==> config.mk <==
export PLATFORM = sky130hd
export DESIGN_NAME = wts_slot_bridge
export DESIGN_NICKNAME = d
export VERILOG_FILES = /design/src/rtl/wts_slot_bridge.sv
export SDC_FILE = /design/constraint.sdc
export NUM_CORES = 1
export LEC_CHECK = 0
export CORE_UTILIZATION = 41
export DETAILED_ROUTE_END_ITERATION = 12
export PLACE_DENSITY_LB_ADDON = 0.08
export SKIP_CTS_REPAIR_TIMING = 1
export SLEW_MARGIN = 10
export SYNTH_ARGS = -nofsm -noshare
export SYNTH_HDL_FRONTEND = slang
export SYNTH_SLANG_ARGS = --single-unit
==> constraint.sdc <==
create_clock -name clk -period 2.1 [get_ports clk]
set_input_delay 0.42 -clock clk [delete_from_list [all_inputs] [get_ports clk]]
set_output_delay 0.42 -clock clk [all_outputs]
set_load 0.05 [all_outputs]
==> src/rtl/wts_slot_bridge.sv <==
`default_nettype none
// ============================================================================
// Module      : wts_slot_bridge
// Description : MSX cartridge-slot front-end for the Wave Table Sound core.
//               Synchronises the slot read/write strobes, posts writes to
//               the core through a small FIFO, orders reads behind pending
//               writes, raises slot wait-state while read data is not ready,
//               and registers a multi-mode stereo output mixer.
// Revision    : 1.0 - initial release
// ============================================================================
module wts_slot_bridge #(
   parameter int SYNC_STAGES = 2,
   parameter int ADDR_W      = 15,
   parameter int FIFO_DEPTH  = 4,
   parameter int OUT_W       = 12
) (
   input  logic              clk,
   input  logic              slot_nreset,
   // slot side
   input  logic [ADDR_W-1:0] slot_a,
   input  logic [7:0]        slot_d_in,
   output logic [7:0]        slot_d_out,
   output logic              slot_d_oe,
   input  logic              slot_nsltsl,
   input  logic              slot_nmerq,
   input  logic              slot_nrd,
   input  logic              slot_nwr,
   output logic              slot_nwait,
   // core side
   output logic              core_wrreq,
   input  logic              core_wr_ready,
   output logic              core_rdreq,
   input  logic              core_rvalid,
   output logic [ADDR_W-1:0] core_a,
   output logic [7:0]        core_d,
   input  logic [7:0]        core_q,
   output logic              overflow,
   // mixer
   input  logic [1:0]        mix_mode,
   input  logic [OUT_W-1:0]  left_in,
   input  logic [OUT_W-1:0]  right_in,
   output logic [OUT_W-1:0]  left_out,
   output logic [OUT_W-1:0]  right_out
);

   // ------------------------------------------------------------------------
   // Constants
   // ------------------------------------------------------------------------
   localparam int c_PTR_W = $clog2(FIFO_DEPTH);
   localparam int c_ENT_W = ADDR_W + 8;
   localparam logic [c_PTR_W:0] c_FULL_CNT = (c_PTR_W + 1)'(FIFO_DEPTH);

   // Read-side FSM encoding
   localparam logic [2:0] c_ST_IDLE     = 3'd0;
   localparam logic [2:0] c_ST_RD_DRAIN = 3'd1;
   localparam logic [2:0] c_ST_RD_REQ   = 3'd2;
   localparam logic [2:0] c_ST_RD_WAIT  = 3'd3;
   localparam logic [2:0] c_ST_RD_HOLD  = 3'd4;

   localparam logic [1:0] c_MIX_STEREO = 2'b00;
   localparam logic [1:0] c_MIX_AVG    = 2'b01;
   localparam logic [1:0] c_MIX_SWAP   = 2'b10;
   localparam logic [1:0] c_MIX_SAT    = 2'b11;

   // ------------------------------------------------------------------------
   // Declarations
   // ------------------------------------------------------------------------
   logic [SYNC_STAGES-1:0] r_nrd_sync;
   logic [SYNC_STAGES-1:0] r_nwr_sync;
   logic                   r_nrd_dly;
   logic                   r_nwr_dly;
   logic                   w_nrd_s;
   logic                   w_nwr_s;
   logic                   w_slot_sel;
   logic                   w_rd_edge;
   logic                   w_wr_edge;

   logic [c_ENT_W-1:0]     r_mem [FIFO_DEPTH];
   logic [c_PTR_W-1:0]     r_wr_ptr;
   logic [c_PTR_W-1:0]     r_rd_ptr;
   logic [c_PTR_W:0]       r_count;
   logic                   w_empty;
   logic                   w_full;
   logic                   w_push;
   logic                   w_pop;
   logic                   w_drop;
   logic [c_ENT_W-1:0]     w_head;
   logic [ADDR_W-1:0]      w_head_a;
   logic [7:0]             w_head_d;
   logic                   r_overflow;

   logic [2:0]             r_state;
   logic [2:0]             w_state_nxt;
   logic                   w_rd_busy;
   logic                   w_rd_pending;
   logic [ADDR_W-1:0]      r_rd_addr;
   logic [7:0]             r_rd_data;

   logic [OUT_W:0]         w_sum;
   logic [OUT_W-1:0]       w_avg;
   logic [OUT_W-1:0]       w_sat;
   logic [OUT_W-1:0]       r_left;
   logic [OUT_W-1:0]       r_right;

   // ------------------------------------------------------------------------
   // Strobe synchronisers plus one delay flop for edge detection; they idle
   // high so a reset never fabricates a falling edge.
   // ------------------------------------------------------------------------
   always_ff @(posedge clk or negedge slot_nreset) begin
      if (!slot_nreset) begin
         r_nrd_sync <= '1;
         r_nwr_sync <= '1;
         r_nrd_dly  <= 1'b1;
         r_nwr_dly  <= 1'b1;
      end else begin
         r_nrd_sync <= {r_nrd_sync[SYNC_STAGES-2:0], slot_nrd};
         r_nwr_sync <= {r_nwr_sync[SYNC_STAGES-2:0], slot_nwr};
         r_nrd_dly  <= r_nrd_sync[SYNC_STAGES-1];
         r_nwr_dly  <= r_nwr_sync[SYNC_STAGES-1];
      end
   end

   // Falling edges on the synchronised strobes, qualified by the raw selects
   // (the selects are stable long before the strobes move on a Z80 bus).
   assign w_nrd_s    = r_nrd_sync[SYNC_STAGES-1];
   assign w_nwr_s    = r_nwr_sync[SYNC_STAGES-1];
   assign w_slot_sel = ~slot_nsltsl & ~slot_nmerq;
   assign w_rd_edge  = r_nrd_dly & ~w_nrd_s & w_slot_sel;
   assign w_wr_edge  = r_nwr_dly & ~w_nwr_s & w_slot_sel;

   // ------------------------------------------------------------------------
   // Write-post FIFO control. Pops are suppressed while a read is being
   // issued or awaited so the core never sees both requests at once.
   // ------------------------------------------------------------------------
   assign w_empty   = (r_count == '0);
   assign w_full    = (r_count == c_FULL_CNT);
   assign w_rd_busy = (r_state == c_ST_RD_REQ) || (r_state == c_ST_RD_WAIT);
   assign w_pop     = ~w_empty & core_wr_ready & ~w_rd_busy;
   // A pop in the same cycle frees a slot, so a full FIFO still accepts.
   assign w_push    = w_wr_edge & (~w_full | w_pop);
   assign w_drop    = w_wr_edge & w_full & ~w_pop;
   assign w_head    = r_mem[r_rd_ptr];
   assign w_head_a  = w_head[c_ENT_W-1:8];
   assign w_head_d  = w_head[7:0];

   // FIFO storage; contents are don't-care until written, so no reset.
   always_ff @(posedge clk) begin
      if (w_push) begin
         r_mem[r_wr_ptr] <= {slot_a, slot_d_in};
      end
   end

   // FIFO pointers and occupancy.
   always_ff @(posedge clk or negedge slot_nreset) begin
      if (!slot_nreset) begin
         r_wr_ptr <= '0;
         r_rd_ptr <= '0;
         r_count  <= '0;
      end else begin
         if (w_push) begin
            r_wr_ptr <= r_wr_ptr + 1'b1;
         end
         if (w_pop) begin
            r_rd_ptr <= r_rd_ptr + 1'b1;
         end
         case ({w_push, w_pop})
            2'b10:   r_count <= r_count + 1'b1;
            2'b01:   r_count <= r_count - 1'b1;
            default: r_count <= r_count;
         endcase
      end
   end

   // Sticky overflow flag; only reset clears it.
   always_ff @(posedge clk or negedge slot_nreset) begin
      if (!slot_nreset) begin
         r_overflow <= 1'b0;
      end else if (w_drop) begin
         r_overflow <= 1'b1;
      end
   end

   // ------------------------------------------------------------------------
   // Read FSM next-state logic. With an empty FIFO a read edge goes straight
   // to RD_REQ; otherwise it waits in RD_DRAIN behind the posted writes.
   // ------------------------------------------------------------------------
   always_comb begin
      w_state_nxt = r_state;
      case (r_state)
         c_ST_IDLE: begin
            if (w_rd_edge) begin
               w_state_nxt = w_empty ? c_ST_RD_REQ : c_ST_RD_DRAIN;
            end
         end
         c_ST_RD_DRAIN: begin
            if (w_empty) begin
               w_state_nxt = c_ST_RD_REQ;
            end
         end
         c_ST_RD_REQ: begin
            w_state_nxt = c_ST_RD_WAIT;
         end
         c_ST_RD_WAIT: begin
            if (core_rvalid) begin
               w_state_nxt = c_ST_RD_HOLD;
            end
         end
         c_ST_RD_HOLD: begin
            if (w_nrd_s) begin
               w_state_nxt = c_ST_IDLE;
            end
         end
         default: begin
            w_state_nxt = c_ST_IDLE;
         end
      endcase
   end

   // Read FSM state register, read-address latch and read-data capture.
   always_ff @(posedge clk or negedge slot_nreset) begin
      if (!slot_nreset) begin
         r_state   <= c_ST_IDLE;
         r_rd_addr <= '0;
         r_rd_data <= '0;
      end else begin
         r_state <= w_state_nxt;
         if ((r_state == c_ST_IDLE) && w_rd_edge) begin
            r_rd_addr <= slot_a;
         end
         if ((r_state == c_ST_RD_WAIT) && core_rvalid) begin
            r_rd_data <= core_q;
         end
      end
   end

   // ------------------------------------------------------------------------
   // Core and slot outputs. Address/data buses are zero unless a request is
   // active so the core sees a quiet bus between transactions.
   // ------------------------------------------------------------------------
   assign w_rd_pending = (r_state == c_ST_RD_DRAIN) || w_rd_busy;

   assign core_wrreq = w_pop;
   assign core_rdreq = (r_state == c_ST_RD_REQ);
   assign core_a     = core_rdreq ? r_rd_addr : (w_pop ? w_head_a : '0);
   assign core_d     = w_pop ? w_head_d : '0;
   assign overflow   = r_overflow;

   // Stall the CPU while a read is outstanding or no write slot is free.
   assign slot_nwait = ~(w_rd_pending | w_full);
   // Raw pins gate the driver so the bus is released without sync delay.
   assign slot_d_oe  = (r_state == c_ST_RD_HOLD) & ~slot_nsltsl & ~slot_nrd;
   assign slot_d_out = r_rd_data;

   // ------------------------------------------------------------------------
   // Mixer: sums carried at OUT_W+1 bits so neither mode can wrap.
   // ------------------------------------------------------------------------
   assign w_sum = {1'b0, left_in} + {1'b0, right_in};
   assign w_avg = w_sum[OUT_W:1];
   assign w_sat = w_sum[OUT_W] ? {OUT_W{1'b1}} : w_sum[OUT_W-1:0];

   // Registered mixer output, one clock of latency.
   always_ff @(posedge clk or negedge slot_nreset) begin
      if (!slot_nreset) begin
         r_left  <= '0;
         r_right <= '0;
      end else begin
         case (mix_mode)
            c_MIX_AVG: begin
               r_left  <= w_avg;
               r_right <= w_avg;
            end
            c_MIX_SWAP: begin
               r_left  <= right_in;
               r_right <= left_in;
            end
            c_MIX_SAT: begin
               r_left  <= w_sat;
               r_right <= w_sat;
            end
            c_MIX_STEREO: begin
               r_left  <= left_in;
               r_right <= right_in;
            end
            default: begin
               r_left  <= left_in;
               r_right <= right_in;
            end
         endcase
      end
   end

   assign left_out  = r_left;
   assign right_out = r_right;

endmodule
`default_nettype wire

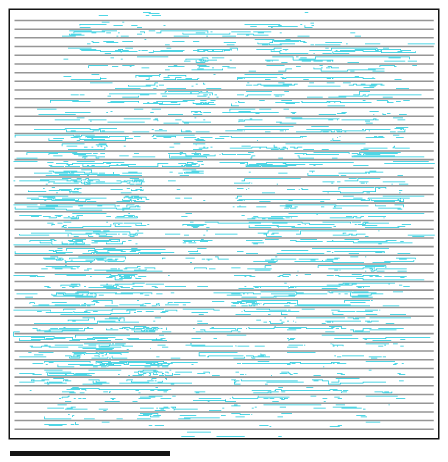
(run_1/met1.png)
Bar = 50 um. Supply wires on this layer in gray.
nets with wire on the layer	676
main direction	horizontal
longest straight run	42.3 um
share of all routed wire	42%

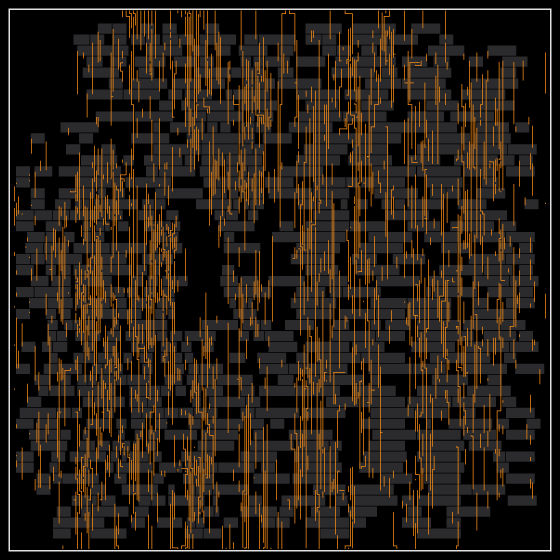
(run_1/met2.png)
Cells faint in the background.
longest straight run	49.3 um
share of all routed wire	52%

==> ci_impl_report.md, run 1 <==
## Synthesis and layout report

| Metric | Value |
|---|---|
| Top sig layer | met4 |
| CTS buffer count | 17 |
| Row cnt | 47 |
| WL met1 | 6.906 mm |
| R2R Path Start | r_state[2] |
| Die H | 133.8 um |
| Combinational share of cell area | 27.96% |
| Hold WS | 0.05263 ns |
| Slew @ Worst Pin | 0.7664 ns |
| Crit path max fanout | 13 |
| Clock root buffer | clkbuf_16 |
| Number of setup violations in the final report | 23 |
| Routed WL | 16.28 mm |
| Htree depth | 4 |
| WL/cell | 17.91 um |
| Met2 Resource Use GR | 32.93% |
| Layout net count | 761 |
| Most numerous cell in the Yosys netlist | edfxtp_1 |
| Tapcells | 220 |
| Ys async rst share | 41.03% |
| Leak | 4.173 nW |
| Flops after synth | 156 |
| Non-clk invs | 12 |
| Initial DRC Count | 158 |
| Synth Area in Compound Gates | 10.66% |
| Initial antenna violation count | 0 |
| Area grow syn2layout | 47.83% |
| CTS clk-pin slew, worst paths | 0.06 ns |
| Max-slew violation count | 0 |
| Reg2reg path depth | 12 |
| CP most frequent cell | buf_12 |
| Sequential share of the synthesized area | 61.35% |
| Max FFs per register | 92 |
| CP required | 1.68 ns |
| Setup slack at placement | -0.7906 ns |
| Maximum VDD drop | 0.0006960 V |
| Crit-path slowest cell | mux4_2 |
| Hold Fails Final Rpt | 0 |
| Max_slew headroom | 48.91% |
| Register area | 4373 um2 |
| Comb area leader | multiplexers |
| CP max stage delay | 0.52 ns |
| Setup ws final | -0.2561 ns |
| Largest Register | r_mem |
| Failing checks | negative setup slack |
| Reg2Reg Setup Slack | 0.07 ns |
| Setup repair after global routing missed its margin | true |
| Die Size | 17910 um2 |
| Power Density | 1183 nW/um2 |
| Clock-cell share of area | 4.989% |
| Antenna Cells | 0 |
| Crit path capture | core_a[0] |
| Nets at Floorplan | 557 |
| Post-synth top cells | edfxtp_1 (92), dfrtp_1 (58), mux2_2 (27) |
| Run status | finished with violations |
| Post-route DRC violation count | 0 |
| CLK BUF | 19 |
| Nonclk buf count | 211 |
| Placed cell count | 871 |
| FP Util | 42.52% |
| Worst skew pair latency | 0.42 ns |
| DP Area | 9592 um2 |
| Filler instances | 1276 |
| DR vias/cell | 5.281 |
| XOR Share, Synth | 2.072% |
| Worst Setup End Kind | primary output |
| Vias in the first global route | 5047 |
| Flip-flop and latch count | 156 |
| Fmax | 424.4 MHz |
| Synth warn | 0 |
| Final Skew | 0.009483 ns |
| PnR Total Power | 0.01246 W |
| Chip width | 133.8 um |
| Final Util | 62.85% |
| Port Buffer Count | 124 |
| Synth area leader | edfxtp_1 |
| Tool warnings | 31 |
| Worst Hold Class | input pin to async pin |
| Yosys adder share | 3.547% |
| Maxcap violations | 0 |
| Crit path kind | flip-flop to primary output |
| Simple share | 7.515% |
| Cell Chain, Critical Path | buf_12, mux4_2, a22o_1, buf_12 |
| Reg2reg end | r_count[2] |
| Pre-antenna DRT Iters | 4 |
| Mapped Cells | 473 |
| Largest net degree at the start of global routing | 56 |
| Syn avg cell area | 15.06 um2 |
| Mux frac, synth | 12.52% |
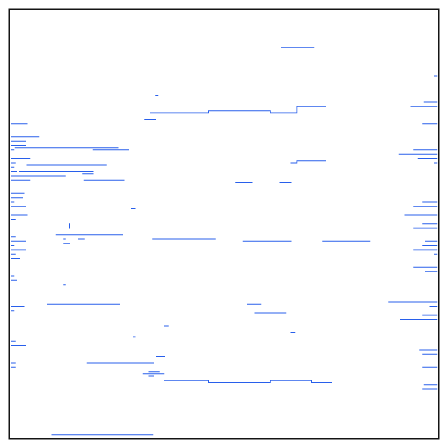
(run_1/met3.png)
share of all routed wire	4.3%
longest straight run	32.2 um
main direction	horizontal
wire length on this layer	694 um
nets with wire on the layer	82

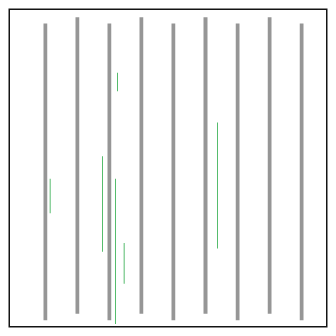
(run_1/met4.png)
Supply wires on this layer in gray.
share of all routed wire	1.2%
nets with wire on the layer	5

[run 1: critical path, delay by kind of cell, from the launching register on]
family          cells  cell delay [ns]
flops               1             0.41
buf+inv             2             0.33
mux                 1             0.52
compound gates      1             0.26
[run 1: placed cells by master (no fill, tap or decap), drive strengths merged, types with 18 or more instances in the layout]
cell type      Yosys  final
buf               11    117
edfxtp            92     92
clkdlybuf4s50      0     77
dfrtp             58     58
mux2              27     27
mux4              23     23
nor2              19     19
clkbuf            15     19
a211oi            18     18
a21oi             18     18
[run 1: power by group]
part	internal [W]	total [W]	leakage, nW	switching [W]
Sequential	0.00370	0.00396	1.58	0.000257
Combinational	0.00279	0.00576	2.35	0.00297
Clock	0.00151	0.00274	0.240	0.00123
==> inputs of run 2 (changes only) <==
CORE_ASPECT_RATIO = 0.7   (was not set)
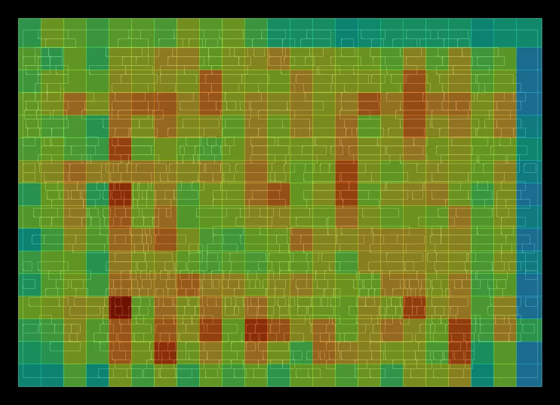
(run_2/final_congestion.png)
GRT Util Overall: 19.01%
Final Util: 63.63%
met2 Resource Use GR: 26.93%
M1 GR Usage: 28.06%

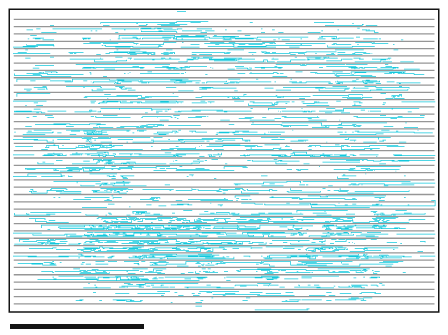
(run_2/met1.png)
Bar = 50 um. Supply wires on this layer in gray.
nets with wire on the layer	691
longest straight run	48.8 um

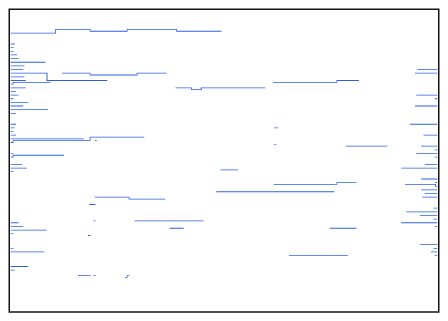
(run_2/met3.png)
main direction	horizontal
nets with wire on the layer	78
longest straight run	43.7 um
share of all routed wire	5.0%
wire length on this layer	825 um

==> run 2 against run 1 <==
The flow finishes with violations (negative hold slack, negative setup slack); hold slack got worse by 0.078 ns; utilization increased by 0.78 points; sequential cell count unchanged; worst setup slack got worse by 0.024 ns; wire length increased by 1.9%; power increased by 1.4%; first-iteration DRC count increased by 66%; via count decreased by 1.9%; area after synthesis unchanged; die area about the same; register-to-register slack got worse by 0.05 ns; sequential power about the same; critical endpoint is now core_a[7]; largest cell class unchanged.
==> ci_impl_report.md, run 2 <==
## Synthesis and layout report

| Metric | Value |
|---|---|
| CP max stage delay | 0.55 ns (was 0.52 ns) |
| Mapped Cells | 473 (unchanged) |
| Post-synth top flop | edfxtp_1 (unchanged) |
| Routed WL | 16.60 mm (was 16.28 mm) |
| Tapcells | 225 (was 220) |
| Cell Chain, Critical Path | buf_12, mux4_2, a22o_4, buf_12 (was buf_12, mux4_2, a22o_1, buf_12) |
| Die Size | 17920 um2 (was 17910 um2) |
| DR vias/cell | 5.106 (was 5.281) |
| Fmax | 420.2 MHz (was 424.4 MHz) |
| CP required | 1.68 ns (about the same) |
| Power Density | 1194 nW/um2 (was 1183 nW/um2) |
| Final instance area | 10590 um2 (was 10530 um2) |
| Clock root buffer | clkbuf_16 (unchanged) |
| Tool warnings | 31 (unchanged) |
| Nets at Floorplan | 557 (unchanged) |
| Crit-path leading delay family | multiplexers (unchanged) |
| Initial antenna violation count | 1 (was 0) |
| Syn avg cell area | 15.06 um2 (unchanged) |
| Hold Fails Final Rpt | 19 (was 0) |
| Max FFs per register | 92 (unchanged) |
| Top class by area | registers (unchanged) |
| Flops after synth | 156 (unchanged) |
| Nonclk buf count | 217 (was 211) |
| Htree depth | 4 (unchanged) |
| Largest net degree at the start of global routing | 38 (was 56) |
| Worst Setup Start Kind | flip-flop (unchanged) |
| Setup repair after global routing missed its margin | true (unchanged) |
| Area grow syn2layout | 48.59% (was 47.83%) |
| Ys async rst share | 41.03% (unchanged) |
| Crit path buffers/inverters | 2 (unchanged) |
| Non-clk invs | 12 (unchanged) |
| DP Area | 9548 um2 (was 9592 um2) |
| Most instantiated logic cell after routing | edfxtp_1 (unchanged) |
| CP most frequent cell | buf_12 (unchanged) |
| Crit-path slowest cell | mux4_2 (unchanged) |
| Clock-cell share of area | 5.330% (was 4.989%) |
| Filler instances | 1208 (was 1276) |
| CLK BUF | 21 (was 19) |
| Combinational share of cell area | 28.07% (was 27.96%) |
| Port Buffer Count | 124 (unchanged) |
| Maxcap violations | 0 (unchanged) |
| Hold WS | -0.02503 ns (was 0.05263 ns) |
| Vias in the first global route | 4769 (was 5047) |
| WL/cell | 18.00 um (was 17.91 um) |
| Dominant cell area share | 38.77% (unchanged) |
| Layout net count | 767 (was 761) |
| Max_slew headroom | 64.01% (was 48.91%) |
| Initial DRC Count | 262 (was 158) |
| Maximum VDD drop | 0.001048 V (was 0.0006960 V) |
| Sequential share of the synthesized area | 61.35% (unchanged) |
| Leak | 4.246 nW (was 4.173 nW) |
| Synth warn | 0 (unchanged) |
| Flip-flop and latch count | 156 (unchanged) |
| Run status | finished with violations (unchanged) |
| Antenna Cells | 1 (was 0) |
| Top Layout Cells | edfxtp_1 (92), buf_4 (85), clkdlybuf4s50_1 (73) (was edfxtp_1 (92), clkdlybuf4s50_1 (77), buf_4 (74)) |
| Max-slew violation count | 0 (unchanged) |
| Worst skew pair latency | 0.42 ns (about the same) |
| Post-synth top cells | edfxtp_1 (92), dfrtp_1 (58), mux2_2 (27) (unchanged) |
| Most numerous cell in the Yosys netlist | edfxtp_1 (unchanged) |
| Crit path max fanout | 14 (was 13) |
| FP Util | 42.82% (was 42.52%) |
| Final TNS setup | -4.796 ns (was -4.624 ns) |
| Row cnt | 39 (was 47) |
| Reg2reg end | r_count[2] (unchanged) |
| Worst Hold Class | input pin to async pin (unchanged) |
| CTS clk-pin slew, worst paths | 0.06 ns (about the same) |
| Post-synth EDFFs | 92 (unchanged) |
| Stages on worst setup path | 4 (unchanged) |
| Die H | 112.3 um (was 133.8 um) |
| CTS buffer count | 17 (unchanged) |
| Setup ws final | -0.2798 ns (was -0.2561 ns) |
| Global-route wire length before repair | 25.71 mm (was 25.88 mm) |
| Post-route DRC violation count | 0 (unchanged) |
| Worst Setup End Kind | primary output (unchanged) |
| Crit path kind | flip-flop to primary output (unchanged) |
| Reg2reg path depth | 10 (was 12) |
| Synth area leader | edfxtp_1 (unchanged) |
| Reg2Reg Setup Slack | 0.02 ns (was 0.07 ns) |
| Number of setup violations in the final report | 23 (unchanged) |
| Chip width | 159.6 um (was 133.8 um) |
| Setup slack at placement | -0.7725 ns (was -0.7906 ns) |
| Largest Register | r_mem (unchanged) |
| Pre-antenna DRT Iters | 4 (unchanged) |
| Slew @ Worst Pin | 0.5399 ns (was 0.7664 ns) |
| R2R Path Start | r_count[0] (was r_state[2]) |
| PnR Total Power | 0.01264 W (was 0.01246 W) |
| Crit path capture | core_a[7] (was core_a[0]) |
| Register area | 4373 um2 (unchanged) |
| Final Skew | 0.01552 ns (was 0.009483 ns) |
| Placed cell count | 880 (was 871) |
| Failing checks | negative hold slack, negative setup slack (was negative setup slack) |
| Biggest area cells | edfxtp_1 (39%), dfrtp_1 (20%), mux4_2 (7.3%), mux2_2 (4.3%), ha_1 (3.0%) (unchanged) |
[run 2: cell counts after synthesis]
Identical to the previous run, type by type.
[run 2: per-layer routing]
layer	GRT usage, %	vias to the layer above	wire length, um
li1	-	2243	-
met3	5.728	14	825
met2	26.93	102	7337
met4	5.513	0	167
met5	0	-	0
met1	28.06	2349	8269
[run 2: cells by family after synthesis]
logic type               synth area share (%)
multiplexers                            12.52
buffers and inverters                   2.335
AND-OR/OR-AND                           10.66
AND/OR/NAND/NOR                         7.515
XOR/XNOR                                2.072
adder cells (fa/ha/maj)                 3.547
flip-flops                              61.35
[run 2: where the power goes]
part,switching [W],internal [W]
Sequential,0.000284,0.00370
Clock,0.00124,0.00165
Combinational,0.00301,0.00276
Total,0.00453,0.00811
==> inputs of run 3 (changes only) <==
SKIP_CTS_REPAIR_TIMING = not set   (was 1)
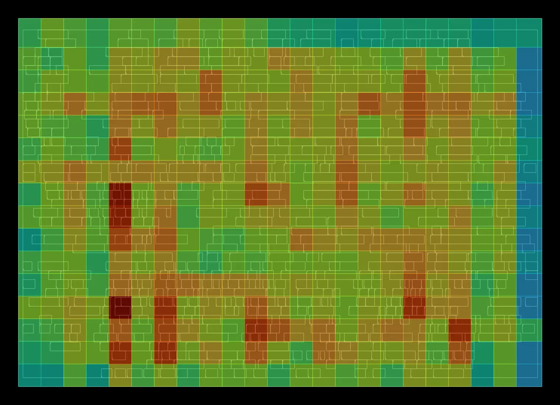
(run_3/final_congestion.png)
M1 GR Usage: 28.40%
Final Util: 63.90%
GR Util met3: 5.728%
GRT Util Overall: 19.59%

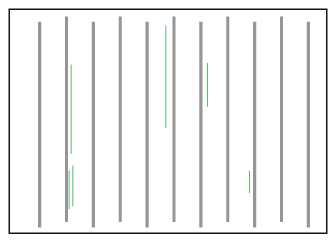
(run_3/met4.png)
Supply wires on this layer in gray.
wire length on this layer	169 um
longest straight run	51.7 um
nets with wire on the layer	5

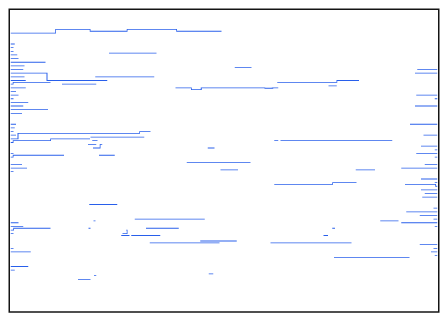
(run_3/met3.png)
share of all routed wire	5.9%
nets with wire on the layer	91

==> run 3 against run 2 <==
The flow finishes with violations (negative setup slack); register-to-register slack improved by 0.06 ns; non-clock buffer count increased by 4; via count increased by 0.89%; final cell count increased by 0.43%; critical path type unchanged; largest cell class unchanged; largest power group unchanged; highest routed layer unchanged.
==> ci_impl_report.md, run 3 <==
## Synthesis and layout report

| Metric | Value |
|---|---|
| Crit path max fanout | 7 (was 14) |
| Layout cell share with drive strength beyond 1 | 43.00% (was 42.10%) |
| Number of setup violations in the final report | 23 (unchanged) |
| Post-route DRC violation count | 0 (unchanged) |
| Yosys adder share | 3.547% (unchanged) |
| Max_slew headroom | 64.02% (was 64.01%) |
| Setup ws final | -0.2785 ns (was -0.2798 ns) |
| Final Skew | 0.01131 ns (was 0.01552 ns) |
| Combinational share of cell area | 28.28% (was 28.07%) |
| Max power group | combinational cells (unchanged) |
| Leak | 4.177 nW (was 4.246 nW) |
| Vias in the first global route | 4843 (was 4769) |
| Global-route wire length before repair | 26.48 mm (was 25.71 mm) |
| Flip-flop and latch count | 156 (unchanged) |
| Row cnt | 39 (unchanged) |
| Flops after synth | 156 (unchanged) |
| Post-synth top flop | edfxtp_1 (unchanged) |
| Internal power | 0.008197 W (was 0.008110 W) |
| Post-synth top cells | edfxtp_1 (92), dfrtp_1 (58), mux2_2 (27) (unchanged) |
| Mux frac, synth | 12.52% (unchanged) |
| Failing checks | negative setup slack (was negative hold slack, negative setup slack) |
| Most instantiated logic cell after routing | edfxtp_1 (unchanged) |
| Top sig layer | met4 (unchanged) |
| Port Buffer Count | 124 (unchanged) |
| Syn avg cell area | 15.06 um2 (unchanged) |
| Filler instances | 1206 (was 1208) |
| Simple share | 7.515% (unchanged) |
| Post-synth EDFFs | 92 (unchanged) |
| Sequential Power Share | 31.4% (was 31.5%) |
| Crit-path leading delay family | multiplexers (unchanged) |
| Final instance area | 10630 um2 (was 10590 um2) |
| Synth area leader | edfxtp_1 (unchanged) |
| Synthesized cell area | 7126 um2 (unchanged) |
| Synth Area in Compound Gates | 10.66% (unchanged) |
| Hold Fails Final Rpt | 0 (was 19) |
| Slew @ Worst Pin | 0.5397 ns (was 0.5399 ns) |
| Clock-cell share of area | 5.307% (was 5.330%) |
| GR peak layer | met2 (was met1) |
| PnR Total Power | 0.01277 W (was 0.01264 W) |
| FP Util | 42.82% (unchanged) |
| Placeable Area | 16640 um2 (unchanged) |
| Dominant cell area share | 38.77% (unchanged) |
| Pre-antenna DRT Iters | 4 (unchanged) |
| Tapcells | 225 (unchanged) |
| Psw | 0.004569 W (was 0.004528 W) |
| Metal3 WL | 982 um (was 825 um) |
| Htree depth | 4 (unchanged) |
| Fmax | 420.4 MHz (was 420.2 MHz) |
| Routed WL | 16.66 mm (was 16.60 mm) |
| Combinational share of power | 46.0% (was 45.7%) |
| Non-clock buffer share of cell area | 22.17% (was 22.19%) |
| DR WL met2 | 7.310 mm (was 7.337 mm) |
| DP Area | 9548 um2 (unchanged) |
| Largest Register | r_mem (unchanged) |
| Top class by area | registers (unchanged) |
| Worst Setup Start Kind | flip-flop (unchanged) |
| Maximum root-to-sink buffer count | 2 (unchanged) |
| Area grow syn2layout | 49.22% (was 48.59%) |
| Die Size | 17920 um2 (unchanged) |
| Max-slew violation count | 0 (unchanged) |
| Initial DRC Count | 259 (was 262) |
| Synth warn | 0 (unchanged) |
| Run status | finished with violations (unchanged) |
| Ys async rst share | 41.03% (unchanged) |
| Chip width | 159.6 um (unchanged) |
| Maxcap violations | 0 (unchanged) |
| Crit-path slowest cell | mux4_2 (unchanged) |
| Setup slack at placement | -0.7725 ns (unchanged) |
| Worst skew pair latency | 0.42 ns (about the same) |
| CTS clk-pin slew, worst paths | 0.06 ns (about the same) |
| Power Density | 1201 nW/um2 (was 1194 nW/um2) |
| Nets at Floorplan | 557 (unchanged) |
| Maximum VDD drop | 0.001049 V (was 0.001048 V) |
| Combinational Power | 0.00587 W (was 0.00577 W) |
| Sequential share of the synthesized area | 61.35% (unchanged) |
| Largest net degree at the start of global routing | 38 (unchanged) |
| Met2 Resource Use GR | 28.59% (was 26.93%) |
| Nonclk buf count | 221 (was 217) |
| Register area | 4375 um2 (was 4373 um2) |
| Placed cell count | 880 (unchanged) |
| Non-clk invs | 12 (unchanged) |
| Crit path kind | flip-flop to primary output (unchanged) |
| Mapped Cells | 473 (unchanged) |
| Max FFs per register | 92 (unchanged) |
| Final TNS setup | -5.316 ns (was -4.796 ns) |
| Setup repair after global routing missed its margin | true (unchanged) |
| Clk. pwr | 0.00289 W (was 0.00288 W) |
| Cell Chain, Critical Path | buf_4, clkbuf_16, mux4_2, and2_4, buf_12 (was buf_12, mux4_2, a22o_4, buf_12) |
| Antenna Cells | 1 (unchanged) |
| XOR Share, Synth | 2.072% (unchanged) |
| Clock power frac | 22.6% (was 22.8%) |
| CP max stage delay | 0.50 ns (was 0.55 ns) |
| Logic area | 3007 um2 (was 2972 um2) |
| Most numerous cell in the Yosys netlist | edfxtp_1 (unchanged) |
| Worst Hold Class | flip-flop to flip-flop (was input pin to async pin) |
| HPWL after DPL | 11.49 mm (unchanged) |
| DR vias/cell | 5.130 (was 5.106) |
| WL/cell | 17.99 um (was 18.00 um) |
| Seq. pwr | 0.00400 W (was 0.00398 W) |
| CLK BUF | 21 (unchanged) |
| Initial antenna violation count | 1 (unchanged) |
| Yosys cell count | 473 (unchanged) |
[run 3: worst paths after layout]
check | startpoint | to | slack [ns] | cells after the start
max reg2reg | r_state[2] | r_count[2] | 0.08 | 11
min | r_nwr_sync[0] | r_nwr_sync[1] | 0.36 | 0
max in group asynchronous | slot_nreset | r_nwr_dly | 0.94 | 3
min in group asynchronous | slot_nreset | slot_d_out[3] | 0.51 | 2
min reg2reg | r_nwr_sync[0] | r_nwr_sync[1] | 0.36 | 0
max | r_rd_ptr[0] | core_d[4] | -0.28 | 5
[run 3: metrics by stage]
stage	hold WS [ns]	util, %
final	0.3558	63.90
after global routing	0.3565	63.88
after CTS	0.3559	62.55
after detailed placement	0.3468	57.38
after global placement	0.3460	57.38
after floorplan	0.1244	-
Power is estimated from default activity; no workload was simulated.
